**config.mk**
```make
export PLATFORM = sky130hd
export DESIGN_NAME = pattern_judge_flat
export DESIGN_NICKNAME = d
export VERILOG_FILES = /design/src/rtl/finger_dancer_pkg.sv /design/src/rtl/pattern_judge_if.sv /design/src/rtl/pattern_step.sv /design/src/rtl/pattern_judge.sv /design/src/flat_wrapper.sv
export SDC_FILE = /design/constraint.sdc
export NUM_CORES = 1
export LEC_CHECK = 0
export CORE_ASPECT_RATIO = 0.9
export CORE_MARGIN = 2
export CORE_UTILIZATION = 54
export DETAILED_ROUTE_END_ITERATION = 10
export PLACE_DENSITY_LB_ADDON = 0.25
export SYNTH_ARGS = -nofsm -noshare
export SYNTH_HDL_FRONTEND = slang
export SYNTH_SLANG_ARGS = --single-unit
```
**constraint.sdc**
```tcl
create_clock -name clk -period 3.95 [get_ports clk]
set_input_delay 1.185 -clock clk [delete_from_list [all_inputs] [get_ports clk]]
set_output_delay 1.185 -clock clk [all_outputs]
set_load 0.01 [all_outputs]
```
**src/rtl/finger_dancer_pkg.sv**
```systemverilog
// Shared types and constants for the finger-dancer note pattern generator and judge.
package finger_dancer_pkg;
    localparam int PAT_W   = 4;
    localparam int SCORE_W = 16;
    localparam int COMBO_W = 8;
    localparam int WIN_W   = 16;

    localparam logic [PAT_W-1:0] PAT_STEP   = 4'd3;
    localparam logic [PAT_W-1:0] PAT_SEED   = 4'b0001;
    localparam logic [WIN_W-1:0] PAT_WINDOW = 16'd50000;

    typedef enum logic [1:0] {ST_IDLE, ST_OPEN, ST_JUDGED} judge_state_e;

    typedef struct packed {
        logic hit;
        logic miss;
    } verdict_t;

    localparam verdict_t V_NONE = '{hit: 1'b0, miss: 1'b0};
    localparam verdict_t V_HIT  = '{hit: 1'b1, miss: 1'b0};
    localparam verdict_t V_MISS = '{hit: 1'b0, miss: 1'b1};
endpackage

```
**src/rtl/pattern_judge_if.sv**
```systemverilog
// Player-side bus: song control and debounced keys in, note/judgement/score out.
interface pattern_judge_if #(
    parameter int SCORE_W = finger_dancer_pkg::SCORE_W
);
    import finger_dancer_pkg::*;

    logic               start;
    logic               stop;
    logic               beat;
    logic [PAT_W-1:0]   keys;
    logic [PAT_W-1:0]   expected;
    logic               hit;
    logic               miss;
    logic [SCORE_W-1:0] score;
    logic [COMBO_W-1:0] combo;
    logic               busy;

    modport master (output start, stop, beat, keys,
                    input  expected, hit, miss, score, combo, busy);
    modport slave  (input  start, stop, beat, keys,
                    output expected, hit, miss, score, combo, busy);
endinterface

```
**src/rtl/pattern_step.sv**
```systemverilog
// Note step function shared with the generator so both ends walk the same sequence.
module pattern_step
    import finger_dancer_pkg::*;
(
    input  logic [PAT_W-1:0] i_cur,
    output logic [PAT_W-1:0] o_next
);
    // Natural 4-bit wrap gives the mod-16 behaviour.
    assign o_next = i_cur + PAT_STEP;
endmodule

```
**src/rtl/pattern_judge.sv**
```systemverilog
// Judges debounced key presses against the current note within a timing window,
// and keeps score and combo.
module pattern_judge
    import finger_dancer_pkg::*;
#(
    parameter logic [WIN_W-1:0] WINDOW     = PAT_WINDOW,
    parameter int               SCORE_BITS = SCORE_W
)(
    input  logic           clk,
    input  logic           rst_n,
    pattern_judge_if.slave bus
);
    judge_state_e r_state, w_state_nxt;

    logic [PAT_W-1:0]      r_keys_q, r_exp, w_exp_step, w_cur;
    logic [WIN_W-1:0]      r_cnt;
    logic [SCORE_BITS-1:0] r_score;
    logic [COMBO_W-1:0]    r_combo;
    verdict_t              r_out, r_pend, w_close, w_judge, w_emit, w_pend_nxt;
    logic                  w_active, w_press, w_judge_press, w_expire;

    pattern_step u_step (.i_cur(r_exp), .o_next(w_exp_step));

    assign w_active = (r_state != ST_IDLE);
    assign w_press  = (bus.keys != '0) && (r_keys_q == '0);
    // A press coinciding with a beat belongs to the new note.
    assign w_cur    = bus.beat ? w_exp_step : r_exp;

    always_comb begin
        w_state_nxt   = r_state;
        w_close       = V_NONE;
        w_judge       = V_NONE;
        w_emit        = V_NONE;
        w_pend_nxt    = V_NONE;
        w_judge_press = w_active && w_press && (bus.beat || r_state == ST_OPEN);
        w_expire      = (r_state == ST_OPEN) && !bus.beat && !w_press && (r_cnt <= WIN_W'(1));

        if (w_active && bus.beat && r_state == ST_OPEN)
            w_close = (r_exp == '0) ? V_HIT : V_MISS;

        if (w_judge_press)
            w_judge = (bus.keys == w_cur) ? V_HIT : V_MISS;
        else if (w_expire)
            w_judge = (r_exp == '0) ? V_HIT : V_MISS;

        // Old note's verdict goes out first; the new note's waits one cycle.
        if (w_close != V_NONE) begin
            w_emit     = w_close;
            w_pend_nxt = w_judge;
        end else if (r_pend != V_NONE) begin
            w_emit = r_pend;
        end else begin
            w_emit = w_judge;
        end

        if (bus.start)
            w_state_nxt = ST_OPEN;
        else if (bus.stop)
            w_state_nxt = ST_IDLE;
        else if (w_active) begin
            if (w_judge != V_NONE)
                w_state_nxt = ST_JUDGED;
            else if (bus.beat)
                w_state_nxt = ST_OPEN;
        end
    end

    always_ff @(posedge clk or negedge rst_n) begin
        if (!rst_n) r_state <= ST_IDLE;
        else        r_state <= w_state_nxt;
    end

    always_ff @(posedge clk or negedge rst_n) begin
        if (!rst_n) begin
            r_keys_q <= '0;
            r_exp    <= PAT_SEED;
            r_cnt    <= '0;
            r_score  <= '0;
            r_combo  <= '0;
            r_out    <= V_NONE;
            r_pend   <= V_NONE;
        end else begin
            r_keys_q <= bus.keys;
            if (bus.start) begin
                r_exp   <= PAT_SEED;
                r_cnt   <= WINDOW;
                r_score <= '0;
                r_combo <= '0;
                r_out   <= V_NONE;
                r_pend  <= V_NONE;
            end else if (bus.stop || !w_active) begin
                r_out  <= V_NONE;
                r_pend <= V_NONE;
            end else begin
                r_out  <= w_emit;
                r_pend <= w_pend_nxt;
                if (bus.beat) begin
                    r_exp <= w_exp_step;
                    r_cnt <= WINDOW;
                end else if (r_state == ST_OPEN && r_cnt != '0) begin
                    r_cnt <= r_cnt - 1'b1;
                end
                if (w_emit.hit) begin
                    if (r_score != '1) r_score <= r_score + 1'b1;
                    if (r_combo != '1) r_combo <= r_combo + 1'b1;
                end else if (w_emit.miss) begin
                    r_combo <= '0;
                end
            end
        end
    end

    assign bus.expected = r_exp;
    assign bus.hit      = r_out.hit;
    assign bus.miss     = r_out.miss;
    assign bus.score    = r_score;
    assign bus.combo    = r_combo;
    assign bus.busy     = w_active;
endmodule
```
**src/flat_wrapper.sv**
```systemverilog
// flat-port wrapper written by rule: the top's interface ports become plain ports
module pattern_judge_flat import finger_dancer_pkg::*;
#(
    parameter logic [WIN_W-1:0] WINDOW     = PAT_WINDOW,
    parameter int               SCORE_BITS = SCORE_W
)
  (clk, rst_n, bus_start, bus_stop, bus_beat, bus_keys, bus_expected, bus_hit, bus_miss, bus_score, bus_combo, bus_busy);
  pattern_judge_if bus_i ();
  input  logic clk;
  input  logic rst_n;
  input wire logic [$bits(bus_i.start)-1:0] bus_start;
  input wire logic [$bits(bus_i.stop)-1:0] bus_stop;
  input wire logic [$bits(bus_i.beat)-1:0] bus_beat;
  input wire logic [$bits(bus_i.keys)-1:0] bus_keys;
  output wire logic [$bits(bus_i.expected)-1:0] bus_expected;
  output wire logic [$bits(bus_i.hit)-1:0] bus_hit;
  output wire logic [$bits(bus_i.miss)-1:0] bus_miss;
  output wire logic [$bits(bus_i.score)-1:0] bus_score;
  output wire logic [$bits(bus_i.combo)-1:0] bus_combo;
  output wire logic [$bits(bus_i.busy)-1:0] bus_busy;
  assign bus_i.start = bus_start;
  assign bus_i.stop = bus_stop;
  assign bus_i.beat = bus_beat;
  assign bus_i.keys = bus_keys;
  assign bus_expected = bus_i.expected;
  assign bus_hit = bus_i.hit;
  assign bus_miss = bus_i.miss;
  assign bus_score = bus_i.score;
  assign bus_combo = bus_i.combo;
  assign bus_busy = bus_i.busy;
  pattern_judge #(.WINDOW(WINDOW), .SCORE_BITS(SCORE_BITS)) u_core (.clk(clk), .rst_n(rst_n), .bus(bus_i));
endmodule
```
Run 1, ports around the boundary:
The bar under the picture is 20 um long. Pins as bars across the die edge, other pins in grey.
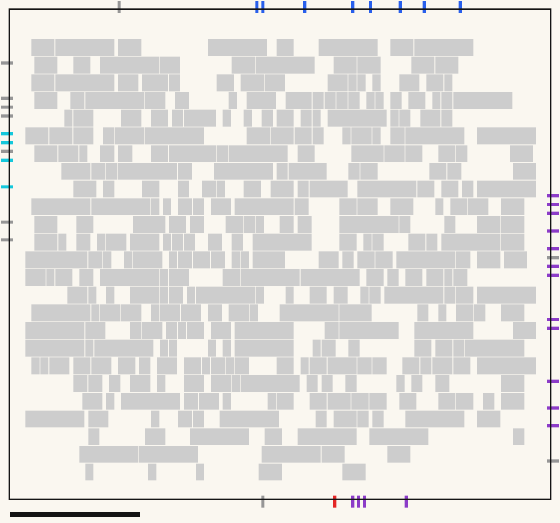
| colour | port | pins | direction | edge |
|---|---|---|---|---|
| red | `bus_miss` | 1 | output | south |
| cyan | `bus_expected` | 4 | output | west |
| purple | `bus_score` | 16 | output | 12 east, 4 south |
| blue | `bus_combo` | 8 | output | north |
all pins by edge: 14 east, 11 west, 9 north, 6 south

Run 1, the metal 1 layer:
The bar under the picture is 20 um long. Cells faint in the background.
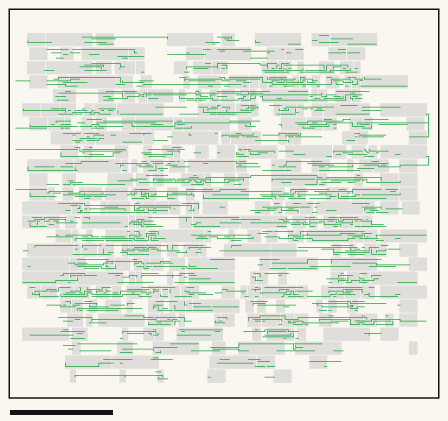
nets with wire on the layer: 326
longest straight run: 27.1 um
main direction: horizontal
wire length on this layer: 3090 um
met1 GRT Util: 30.9%
final routed wirelength across all metal layers: 6600 um
vias post-DR: 2609

Run 1, congestion heat map:
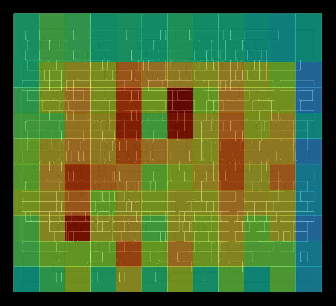
busiest grt layer: met2
routed length per placed instance: 15.3 um
met2 Resource Use GR: 36.6%

Run 1, signal wires on met3:
The bar under the picture is 20 um long. Cells faint in the background.
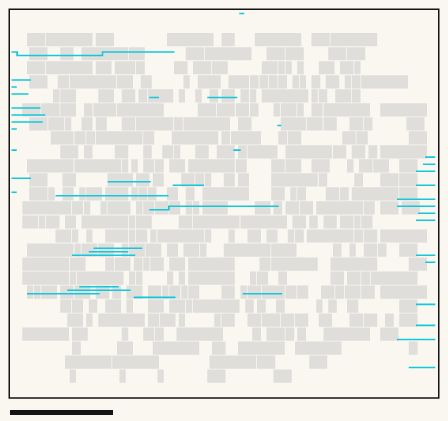
wire length on this layer: 265 um
main direction: horizontal
longest straight run: 21.6 um
nets with wire on the layer: 37
share of all routed wire: 4.0%

[run 1: final cells by class]
cell class	instances	area (um2)	area share, %
timing repair buffer	46	438	12.2
tap	67	83.8	2.34
clock inverter	3	25.0	0.698
sequential	54	1350	37.7
multi-input combinational	248	1590	44.3
clock buffer	5	68.8	1.92
inverter	8	30.0	0.837
[run 1: routing by layer]
| layer | wire [um] | vias up |
|---|---|---|
| met2 | 3150 | 56 |
| li1 | - | 1268 |
| met1 | 3090 | 1276 |
| met3 | 264 | 9 |
| met4 | 89 | 0 |
| met5 | 0 | - |
[run 1: worst paths after layout]
kind	to	slack, ps
max	u_core.bus.combo[7]$_DFFE_PN0P_	480
min	u_core.r_cnt[15]$_DFFE_PN0P_	540
max reg2reg	u_core.bus.combo[7]$_DFFE_PN0P_	1020
min reg2reg	u_core.r_cnt[15]$_DFFE_PN0P_	540
max in group asynchronous	u_core.bus.expected[0]$_DFFE_PN1P_	2190
min in group asynchronous	u_core.bus.score[6]$_DFFE_PN0P_	930
[run 1: synthesized netlist by cell type, types with 5 or more instances]
library cell and number:
a2111oi_0 5, a211o_1 5, a211oi_1 5, a21oi_1 22, and2_1 5, clkbuf_1 9
dfrtp_1 53, ha_1 6, inv_1 8, nand2_1 32, nand3_1 11, nor2_1 26
nor3_1 13, nor3b_1 5, nor4_1 7, o21ai_0 7, o31ai_1 14, or3_1 7
or4_1 13, xnor2_1 14, xor2_1 7
[run 1: sequential cells by signal, summed over array words and instances (netlist names)]
register and count:
u_core.r_state 2, u_core.r_pend 2, u_core.r_keys_q 4, u_core.bus.hit 1
u_core.bus.miss 1, u_core.bus.score 16, u_core.bus.expected 4, u_core.r_cnt 16
u_core.bus.combo 8
==> flow report, run 1 <==
=====================================================================================================
Fraction of registers with async set/reset                                                       100%
Setup slack after layout                                                                       475 ps
Layout Cell Area excl Fill                                                                   3590 um2
I/O pin cnt                                                                                        40
Startpoint of the worst setup timing path                                                    bus_beat
Complex-gate fraction of the synthesized area                                                   18.8%
Fill cell instance count of the final layout                                                      431
H-tree levels                                                                                       2
Cell with the largest stage delay on the worst path                                      clkdlybuf4s50_1
P per Cell Area                                                                            299 nW/um2
Syn Nets                                                                                          339
CTS tree                                                                                         done
Post-synthesis share of cell area spent on full adders, half adders and majority gates          2.47%
Crit share post-route                                                                           88.0%
Area fraction in mux cells                                                                         0%
Cell Count, Final, Fillers Out                                                                    431
Vias in the first global route                                                                   2404
DP Wirelength                                                                                 4630 um
Worst path max stage delay                                                                     650 ps
Largest area contributor in the netlist                                                       dfrtp_1
Master cell of the clock root buffer                                                         clkbuf_8
Synth Area in Simple Gates                                                                      25.0%
Total count of max-transition violations in the final report                                        0
Cts bufs inserted                                                                                   5
Max IR drop VDD                                                                              0.258 mV
Time the final worst path needs with I/O delays and setup                                     3470 ps
Type of the worst setup path                                                                   in2reg
Row count                                                                                          25
Antenna diode count                                                                                 0
Critical-path maximum fanout                                                                       10
Total number of warnings across the stage logs                                                     28
Maximum number of buffers from clock root to sink                                                   2
Main logic family after synthesis                                                        simple AND/OR/NAND/NOR gates
Transition time of the tightest slew-check pin                                                 773 ps
Final estimated routing congestion in global placement                                          0.842
Part of the power in combinational logic                                                        14.7%
Layout area overhead                                                                            18.2%
Overall die height                                                                            75.1 um
Total global routing track utilization                                                          22.3%
Avg Inst Size Synth                                                                          9.37 um2
Standard cell area after detailed placement                                                  3490 um2
CP Capture Type                                                                             flip-flop
Remaining number of nets flagged by the antenna check after routing                                 0
Clock tree skew after final layout                                                            6.86 ps
Unrepaired setup endpoints after global routing                                                 false
Hold violation total from the final report                                                          0
Cell Type Count                                                                                    51
Sequential power                                                                             0.586 mW
P_leak                                                                                        1.41 nW
Final worst hold slack                                                                         543 ps
Seq/Total Area, Yosys                                                                           44.6%
Starting DRC count in detailed routing                                                            146
Final total power                                                                             1.07 mW
Switching part of the total                                                                     29.4%
Chip area line of the yosys report                                                           3040 um2
Post-Place Worst Slack                                                                         165 ps
Total buffers and inverters traversed by the critical path                                          2
First drt pass iteration count                                                                      4
Data arrival time of the critical path                                                        3690 ps
Wire length of the first global-routing pass                                                 11300 um
Proportion of layout cells with a drive suffix above 1                                          7.69%
Top library cells by usage in the layout, fill and taps aside                            dfrtp_1 (53), clkdlybuf4s50_1 (38), nand2_1 (32), nor2_1 (26), a21oi_1 (22)
Worst hold path stage count                                                                         2
GRT overflow                                                                                        0
Total of warnings raised by yosys                                                                   0
Clk network pwr share                                                                           30.7%
Most used logic cell in the final layout                                                      dfrtp_1
Hold_buf cts                                                                                        0
Cell Chain, Critical Path                                                                clkdlybuf4s50_1 > buf_4 > nand3b_1 > nor2_1 > o21ai_0 > o41a_1 > nor3_1 > nor3_2 > a211o_1
Placed Instances                                                                                  423
# nets final                                                                                      378
Largest net degree at the start of global routing                                                  35
Achievable Freq                                                                             0.288 GHz
Share of the synthesized netlist area taken by xor and xnor gates                               6.06%
Number of max-cap violations                                                                        0
Residual DRC count                                                                                  0
Top contributor to total power                                                           sequential cells
Global-route track usage on met3                                                                3.84%
Clock-pin slew on the worst setup and hold paths                                               110 ps
Number of I/O port buffers                                                                         39
Startpoint of the worst-slack reg-to-reg timing path                                     u_core.bus.expected[0]$_DFFE_PN1P_
Result of the run                                                                           completed
#FFs+latches synth                                                                                 54
HP Class                                                                                      reg2reg
Final tally of setup violations                                                                     0
Switching power                                                                              0.316 mW
Latency at later pin                                                                           310 ps
Horizontal die size                                                                           83.0 um
Core Region                                                                                  5350 um2
HP Start                                                                                 u_core.r_cnt[15]$_DFFE_PN0P_
=====================================================================================================
==> run 1 -> run 2 <==
SLEW_MARGIN = 20   (was unset)
Run 2, the metal 1 layer:
The bar under the picture is 20 um long. Cells faint in the background.
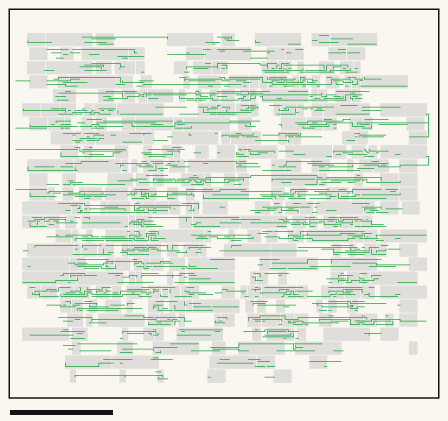
main direction: horizontal
nets with wire on the layer: 326
share of all routed wire: 47%
wire length on this layer: 3090 um
longest straight run: 27.1 um

Run 2, met2 routing:
The bar under the picture is 20 um long. Cells faint in the background.
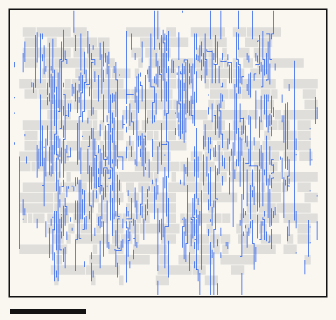
longest straight run: 41.8 um
nets with wire on the layer: 327
wire length on this layer: 3150 um
main direction: vertical
share of all routed wire: 48%

==> run 2 against run 1 <==
Global-route usage stayed put. Worst setup slack unchanged. Via count stayed put. First-iteration DRC count is the same. Flip-flop count unchanged. Register-to-register slack about the same. Critical path depth stayed put. Sequential share of layout area did not move. Utilization did not move. Synthesized cell count did not move. Sequential power barely moved. Power stayed put.
==> flow report, run 2 <==
============================================================================
Result of the run                                                  completed
First drt pass iteration count                                             4
Transition time of the tightest slew-check pin                        773 ps
Post-Place Worst Slack                                                165 ps
Minimum setup slack among reg-to-reg paths                           1020 ps
Switching part of the total                                            29.4%
Residual DRC count                                                         0
Largest net degree at the start of global routing                         35
Largest area contributor in the netlist                              dfrtp_1
Clock-pin slew on the worst setup and hold paths                      110 ps
Switching power                                                     0.316 mW
Number of I/O port buffers                                                39
Row count                                                                 25
Core Region                                                         5350 um2
Number of max-cap violations                                               0
Seq/Total Area, Yosys                                                  44.6%
Max IR drop VDD                                                     0.258 mV
Storage cell area                                                   1350 um2
HP Start                                                        u_core.r_cnt[15]$_DFFE_PN0P_
Starting DRC count in detailed routing                                   146
Standard cell area after detailed placement                         3490 um2
Hold violation total from the final report                                 0
Cell Type Count                                                           51
Total global routing track utilization                                 22.3%
# nets final                                                             378
Cell Count, Final, Fillers Out                                           431
Startpoint of the worst-slack reg-to-reg timing path            u_core.bus.expected[0]$_DFFE_PN1P_
Fill cell instance count of the final layout                             431
Top library cells by usage in the layout, fill and taps aside   dfrtp_1 (53), clkdlybuf4s50_1 (38), nand2_1 (32), nor2_1 (26), a21oi_1 (22)
Syn Nets                                                                 339
Placed Instances                                                         423
Part of the power in combinational logic                               14.7%
Startpoint of the worst setup timing path                           bus_beat
Data arrival time of the critical path                               3690 ps
Area of the multi-input gates                                       1590 um2
H-tree levels                                                              2
Critical-path maximum fanout                                              10
Avg Inst Size Synth                                                 9.37 um2
Maximum number of buffers from clock root to sink                          2
Final estimated routing congestion in global placement                 0.842
P per Cell Area                                                   299 nW/um2
Chip area line of the yosys report                                  3040 um2
CP Capture Type                                                    flip-flop
Final tally of setup violations                                            0
Final worst hold slack                                                543 ps
#FFs+latches synth                                                        54
Unrepaired setup endpoints after global routing                        false
Master cell of the clock root buffer                                clkbuf_8
Most frequent cell after synthesis                                   dfrtp_1
CTS tree                                                                done
Crit share post-route                                                  88.0%
Type of the worst setup path                                          in2reg
Clock tree skew after final layout                                   6.86 ps
GRT overflow                                                               0
Achievable Freq                                                    0.288 GHz
Proportion of layout cells with a drive suffix above 1                 7.69%
Worst flop-to-flop path endpoint                                u_core.bus.combo[7]$_DFFE_PN0P_
Antenna diode count                                                        0
Synth top cells by count                                        dfrtp_1 (53), nand2_1 (32), nor2_1 (26)
Time the final worst path needs with I/O delays and setup            3470 ps
Cts bufs inserted                                                          5
Overall die height                                                   75.1 um
Vias post-DR                                                            2609
Setup slack after layout                                              475 ps
Cell Chain, Critical Path                                       clkdlybuf4s50_1 > buf_4 > nand3b_1 > nor2_1 > o21ai_0 > o41a_1 > nor3_1 > nor3_2 > a211o_1
Total number of warnings across the stage logs                            28
Layout Cell Area excl Fill                                          3590 um2
============================================================================
run 2: cell counts in the layout (fill, tap and decap cells not counted):
Identical to the previous run, type by type.
run 2: how the worst max path moves through the flow:
stage                     slack (ps)                               end
after floorplan                  820  u_core.bus.score[15]$_DFFE_PN0P_
after global placement           240   u_core.bus.combo[2]$_DFFE_PN0P_
after detailed placement         160   u_core.bus.combo[5]$_DFFE_PN0P_
after CTS                        500   u_core.bus.combo[5]$_DFFE_PN0P_
after global routing             290   u_core.bus.combo[7]$_DFFE_PN0P_
final                            480   u_core.bus.combo[7]$_DFFE_PN0P_
run 2: layout make-up:
| cell class | instances | share of cell area (%) |
|---|---|---|
| clock buffers | 5 | 1.92 |
| clock inverters | 3 | 0.698 |
| inverters | 8 | 0.837 |
| multi-input cells | 248 | 44.3 |
| flip-flops and latches | 54 | 37.7 |
| well taps | 67 | 2.34 |
| repair buffers | 46 | 12.2 |
run 2: power groups by stage:
stage / registers, mW / logic (mW) / clock network [mW]
final: 0.586 / 0.158 / 0.330
after global routing: 0.589 / 0.176 / 0.355
after global placement: 0.596 / 0.154 / 0
after CTS: 0.586 / 0.158 / 0.335
after floorplan: 0.595 / 0.0983 / 0
after detailed placement: 0.597 / 0.157 / 0
run 2: cell families after synthesis:
group / count (synthesis) / synth area share, %
flops: 54 / 44.6
xor+xnor: 21 / 6.06
compound gates: 79 / 18.8
fa+ha+maj: 6 / 2.47
simple gates: 142 / 25.0
buf+inv: 22 / 3.09
run 2: layer usage:
layer  global-route usage (%)  vias up  routed length (um)
met2                     36.6       56                3150
li1                         -     1268                   -
met5                        0        -                   0
met4                     7.10        0                  89
met3                     3.84        9                 264
met1                     30.9     1276                3090
run 2: worst min-delay path: stages, from the launching register on:
cell,delay (ps)
dfrtp_1,380
xnor2_1,80
nand2_1,60
Power is estimated from default activity; no workload was simulated.
